$ cat config.mk
export PLATFORM = sky130hd
export DESIGN_NAME = sc_collision_handler
export DESIGN_NICKNAME = d
export VERILOG_FILES = /design/src/rtl/sc_collision_handler.sv
export SDC_FILE = /design/constraint.sdc
export NUM_CORES = 1
export LEC_CHECK = 0
export ABC_AREA = 1
export CORE_MARGIN = 4
export CORE_UTILIZATION = 25
export DETAILED_ROUTE_END_ITERATION = 16
export PLACE_DENSITY = 0.5
export SYNTH_ARGS = -nofsm -noshare
export SYNTH_HDL_FRONTEND = slang
export SYNTH_SLANG_ARGS = --single-unit
$ cat constraint.sdc
create_clock -name SC_COLLISION_HANDLER_CLOCK_50 -period 1.7 [get_ports SC_COLLISION_HANDLER_CLOCK_50]
set_input_delay 0.34 -clock SC_COLLISION_HANDLER_CLOCK_50 [delete_from_list [all_inputs] [get_ports SC_COLLISION_HANDLER_CLOCK_50]]
set_output_delay 0.34 -clock SC_COLLISION_HANDLER_CLOCK_50 [all_outputs]
set_load 0.1 [all_outputs]
$ cat src/rtl/sc_collision_handler.sv
// sc_collision_handler: game-control responder for the collision line.
// Tracks lives and survival score and sequences play/hit/game-over.
module sc_collision_handler #(
    parameter int LIVES       = 3,
    parameter int LIVES_WIDTH = 2,
    parameter int SCORE_WIDTH = 8,
    parameter int HIT_FRAMES  = 4
) (
    input  logic                   SC_COLLISION_HANDLER_CLOCK_50,
    input  logic                   SC_COLLISION_HANDLER_RESET_InHigh,
    input  logic                   SC_COLLISION_HANDLER_COLLISION_InLow,
    input  logic                   SC_COLLISION_HANDLER_FRAME_InHigh,
    input  logic                   SC_COLLISION_HANDLER_START_InLow,
    output logic                   SC_COLLISION_HANDLER_PLAY_OutHigh,
    output logic                   SC_COLLISION_HANDLER_CLEAR_OutHigh,
    output logic                   SC_COLLISION_HANDLER_BLINK_OutHigh,
    output logic                   SC_COLLISION_HANDLER_GAMEOVER_OutHigh,
    output logic [LIVES_WIDTH-1:0] SC_COLLISION_HANDLER_LIVES_OutBUS,
    output logic [SCORE_WIDTH-1:0] SC_COLLISION_HANDLER_SCORE_OutBUS
);

    localparam logic [1:0] IDLE     = 2'd0;
    localparam logic [1:0] PLAY     = 2'd1;
    localparam logic [1:0] HIT      = 2'd2;
    localparam logic [1:0] GAMEOVER = 2'd3;

    // Counter must be able to hold HIT_FRAMES itself.
    localparam int HW = $clog2(HIT_FRAMES + 1);

    localparam logic [LIVES_WIDTH-1:0] LIVES_INIT = LIVES_WIDTH'(LIVES);
    localparam logic [LIVES_WIDTH-1:0] LIVES_ONE  = LIVES_WIDTH'(1);
    localparam logic [HW-1:0]          HIT_LAST   = HW'(HIT_FRAMES);
    localparam logic [SCORE_WIDTH-1:0] SCORE_MAX  = {SCORE_WIDTH{1'b1}};

    logic [1:0]    state;
    logic [HW-1:0] hit_cnt;
    logic [HW-1:0] hit_next;
    logic          start_prev;
    logic          start_press;
    logic          frame;
    logic          hit;

    // Press is the falling edge of the active-low start button.
    always_comb begin
        start_press = start_prev & ~SC_COLLISION_HANDLER_START_InLow;
        frame       = SC_COLLISION_HANDLER_FRAME_InHigh;
        hit         = ~SC_COLLISION_HANDLER_COLLISION_InLow;
        hit_next    = hit_cnt + 1'b1;
    end

    // Game sequencer; every output is a register updated here.
    always_ff @(posedge SC_COLLISION_HANDLER_CLOCK_50) begin
        if (SC_COLLISION_HANDLER_RESET_InHigh) begin
            state                                 <= IDLE;
            hit_cnt                               <= '0;
            start_prev                            <= 1'b1;
            SC_COLLISION_HANDLER_PLAY_OutHigh     <= 1'b0;
            SC_COLLISION_HANDLER_CLEAR_OutHigh    <= 1'b0;
            SC_COLLISION_HANDLER_BLINK_OutHigh    <= 1'b0;
            SC_COLLISION_HANDLER_GAMEOVER_OutHigh <= 1'b0;
            SC_COLLISION_HANDLER_LIVES_OutBUS     <= LIVES_INIT;
            SC_COLLISION_HANDLER_SCORE_OutBUS     <= '0;
        end else begin
            start_prev                         <= SC_COLLISION_HANDLER_START_InLow;
            SC_COLLISION_HANDLER_CLEAR_OutHigh <= 1'b0;
            case (state)
                IDLE: begin
                    if (start_press) begin
                        state                              <= PLAY;
                        SC_COLLISION_HANDLER_PLAY_OutHigh  <= 1'b1;
                        SC_COLLISION_HANDLER_CLEAR_OutHigh <= 1'b1;
                        SC_COLLISION_HANDLER_LIVES_OutBUS  <= LIVES_INIT;
                        SC_COLLISION_HANDLER_SCORE_OutBUS  <= '0;
                    end
                end
                PLAY: begin
                    if (frame && hit) begin
                        SC_COLLISION_HANDLER_PLAY_OutHigh <= 1'b0;
                        SC_COLLISION_HANDLER_LIVES_OutBUS <=
                            SC_COLLISION_HANDLER_LIVES_OutBUS - 1'b1;
                        if (SC_COLLISION_HANDLER_LIVES_OutBUS == LIVES_ONE) begin
                            state                                 <= GAMEOVER;
                            SC_COLLISION_HANDLER_GAMEOVER_OutHigh <= 1'b1;
                        end else begin
                            state   <= HIT;
                            hit_cnt <= '0;
                        end
                    end else if (frame) begin
                        if (SC_COLLISION_HANDLER_SCORE_OutBUS != SCORE_MAX)
                            SC_COLLISION_HANDLER_SCORE_OutBUS <=
                                SC_COLLISION_HANDLER_SCORE_OutBUS + 1'b1;
                    end
                end
                HIT: begin
                    if (frame) begin
                        hit_cnt <= hit_next;
                        if (hit_next == HIT_LAST) begin
                            state                              <= PLAY;
                            SC_COLLISION_HANDLER_PLAY_OutHigh  <= 1'b1;
                            SC_COLLISION_HANDLER_CLEAR_OutHigh <= 1'b1;
                            SC_COLLISION_HANDLER_BLINK_OutHigh <= 1'b0;
                        end else begin
                            SC_COLLISION_HANDLER_BLINK_OutHigh <=
                                ~SC_COLLISION_HANDLER_BLINK_OutHigh;
                        end
                    end
                end
                default: begin
                    // Restart beats a coincident frame tick.
                    if (start_press) begin
                        state                                 <= PLAY;
                        SC_COLLISION_HANDLER_PLAY_OutHigh     <= 1'b1;
                        SC_COLLISION_HANDLER_CLEAR_OutHigh    <= 1'b1;
                        SC_COLLISION_HANDLER_BLINK_OutHigh    <= 1'b0;
                        SC_COLLISION_HANDLER_GAMEOVER_OutHigh <= 1'b0;
                        SC_COLLISION_HANDLER_LIVES_OutBUS     <= LIVES_INIT;
                        SC_COLLISION_HANDLER_SCORE_OutBUS     <= '0;
                    end else if (frame) begin
                        SC_COLLISION_HANDLER_BLINK_OutHigh <=
                            ~SC_COLLISION_HANDLER_BLINK_OutHigh;
                    end
                end
            endcase
        end
    end

endmodule

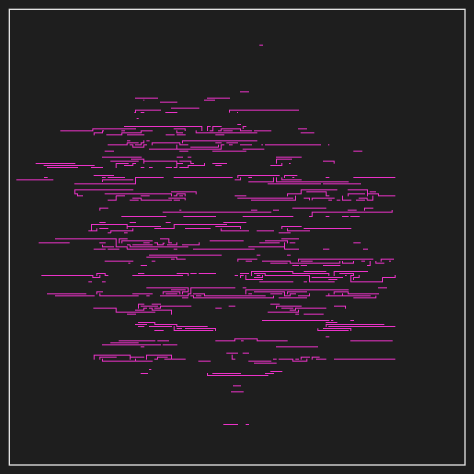
(images/met1.png)
Drawn at 6 px/micron.
174 nets have wire on it. The longest straight run is 17.9 microns.

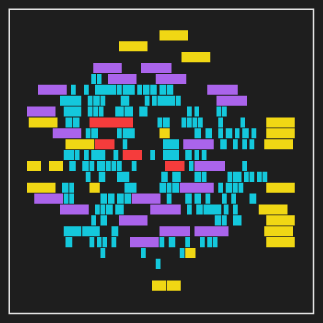
(images/cell_classes.png)
Drawn at 4 px/micron.
Key: yellow = other buffers and delay cells [cells 21]; purple = flip-flops [cells 20]; cyan = all other logic [cells 147]; red = clock drivers and dummy loads [cells 4]

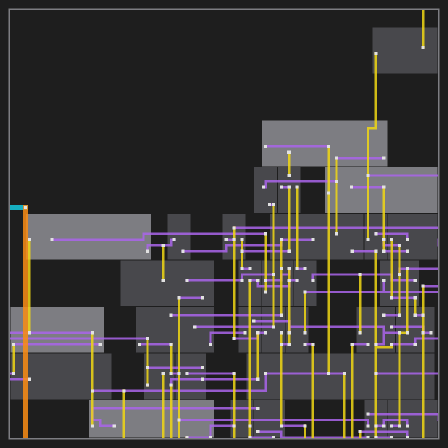
(images/zoom.png)
Region (6, 44) to (31, 69) microns. Cells in gray, sequential cells in the stronger gray; small squares are vias.
Key: purple = met1; cyan = met3; yellow = met2; orange = met4
Most frequent: nand2_1 (6), dfxtp_1 (5). Netlist names of flops here include `state` (2). Sequential cells in the window: 5. 32 logic cells have their middle in the window.

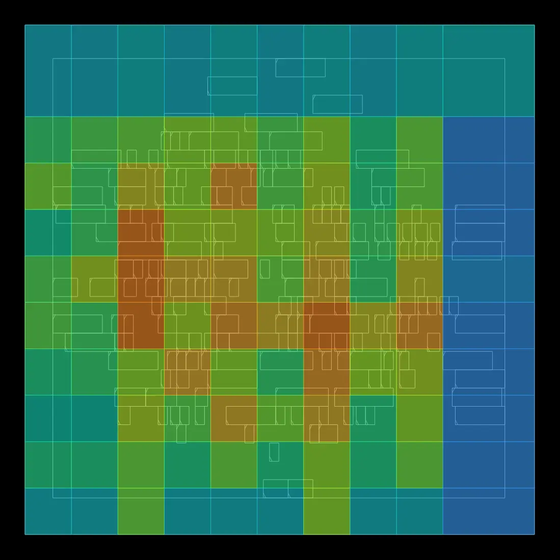
(images/final_congestion.png)
Global Route Usage Sum: 0.104
final core utilization: 0.372

==> summary.txt <==
impl run done, here's what came out: Inserted Clock Buffers=3, met2 WL=1.20 mm, status=finished clean, Cells on Worst Hold Path=2, Post-synth top cells=44 x nand2_1, 22 x nor2_1, 20 x a21oi_1, 20 x dfxtp_1, 19 x inv_1, XORs/XNORs by Area=0, met2 Usage GRT=0.161, # clk buffers=3, # resized after CTS=0, Top Layout Cells=43 x nand2_1, 22 x nor2_1, 19 x inv_1, 19 x a21oi_1, 14 x buf_12, relative slew slack=0.776, Bufs on Longest Clock Path=2, endpoints failing hold=0, sequential power share=0.242, setup slack at placement=-0.0415 ns, Worst Hold Endpoint=hit_cnt[2], yosys cell count=170, CP bufs+invs=2, Seq/total area=0.256, fin area=1630 sq um, Synth Cell Area=1150 sq um, dominant class by area=logic gates, Ports=19, H-tree levels=1, combinational power=1.75 mW, Post-synth regs=20, CP endpoint kind=flip-flop, CTS tree=yes, Top Metal Used=met4, Largest regs=SC_COLLISION_HANDLER_SCORE_OutBUS (8), hit_cnt (3), # Max-Cap Violations=0, leakage=0.693 nW, Final Critical Period=1.49 ns, ant diodes=0, ys async rst share=0, Post-Syn Nets=182, Sw Ratio=0.485, YS chip area=1150 sq um, PD cells=1800 nW/um^2, Seq. pwr=0.710 mW, commonest non-fill, non-tap cell in the layout=nand2_1, main flop type=dfxtp_1, Peak VDD IR=1.16 mV, P_clk=0.476 mW, Worst Setup SP=state[1], Hold Path Class=flip-flop to flip-flop, Gate power share=0.596, DRT antenna net count=0, Worst Clk Skew=0.00427 ns, Die ar.=5730 sq um, Logic Gate Count=126, Initial Utilization=0.261, number of vias per cell=4.57, reg2reg setup slack=0.21 ns, crit path max fanout=7, CTS clk-pin slew, worst paths=0.08 ns, CP delay by family, top=simple AND/OR/NAND/NOR gates, Final Slew Violations=0, Setup CP Type=flip-flop to flip-flop, Latency at later pin=0.26 ns, max reg flops=8, Top reg by flops=SC_COLLISION_HANDLER_SCORE_OutBUS, FF/Latch Area=418 sq um, Crit path depth=8, RSZ-0062 raised after global routing=no, Worst R2R Path Depth=8, top cells, area=dfxtp_1 35%, nand2_1 14%, a21oi_1 8.7%, ha_1 7.6%, nor2_1 7.2%, Worst R2R End=SC_COLLISION_HANDLER_LIVES_OutBUS[0], HPWL Detailed=2.04 mm, Pre-antenna DRT Iters=4, fin cells=244, routed via count=1114, n_taps=52, fmax=670 MHz, Comb area share=0.400, Area after DPL=1550 sq um, total negative slack=0 ns, P_int=1.51 mW, Seq cells=20, antenna violations before repair=0, nets=205, worst stage delay on the critical path=0.33 ns, Final Cycle Share=0.878, CP startpoint kind=flip-flop, WHS=0.490 ns, Clk network pwr share=0.162, Post-CTS Setup Bufs=0, GR peak layer=met2, Tot Pwr=2.94 mW, Worst Tran Pin Value=0.334 ns, ClkCell Share=0.0437, die width=75.7 microns, fillers=478, Layout non-clock buf frac=0.210, Tool Warnings=29, Layout area overhead=42.2%, Top-area cell share=0.349, Signal inverters=21, simple-gate share of the synthesized area=0.350, r2r startpoint=state[1], Setup Viol. Count Final=0, YS warnings=0
Power and IR drop assume default switching activity.
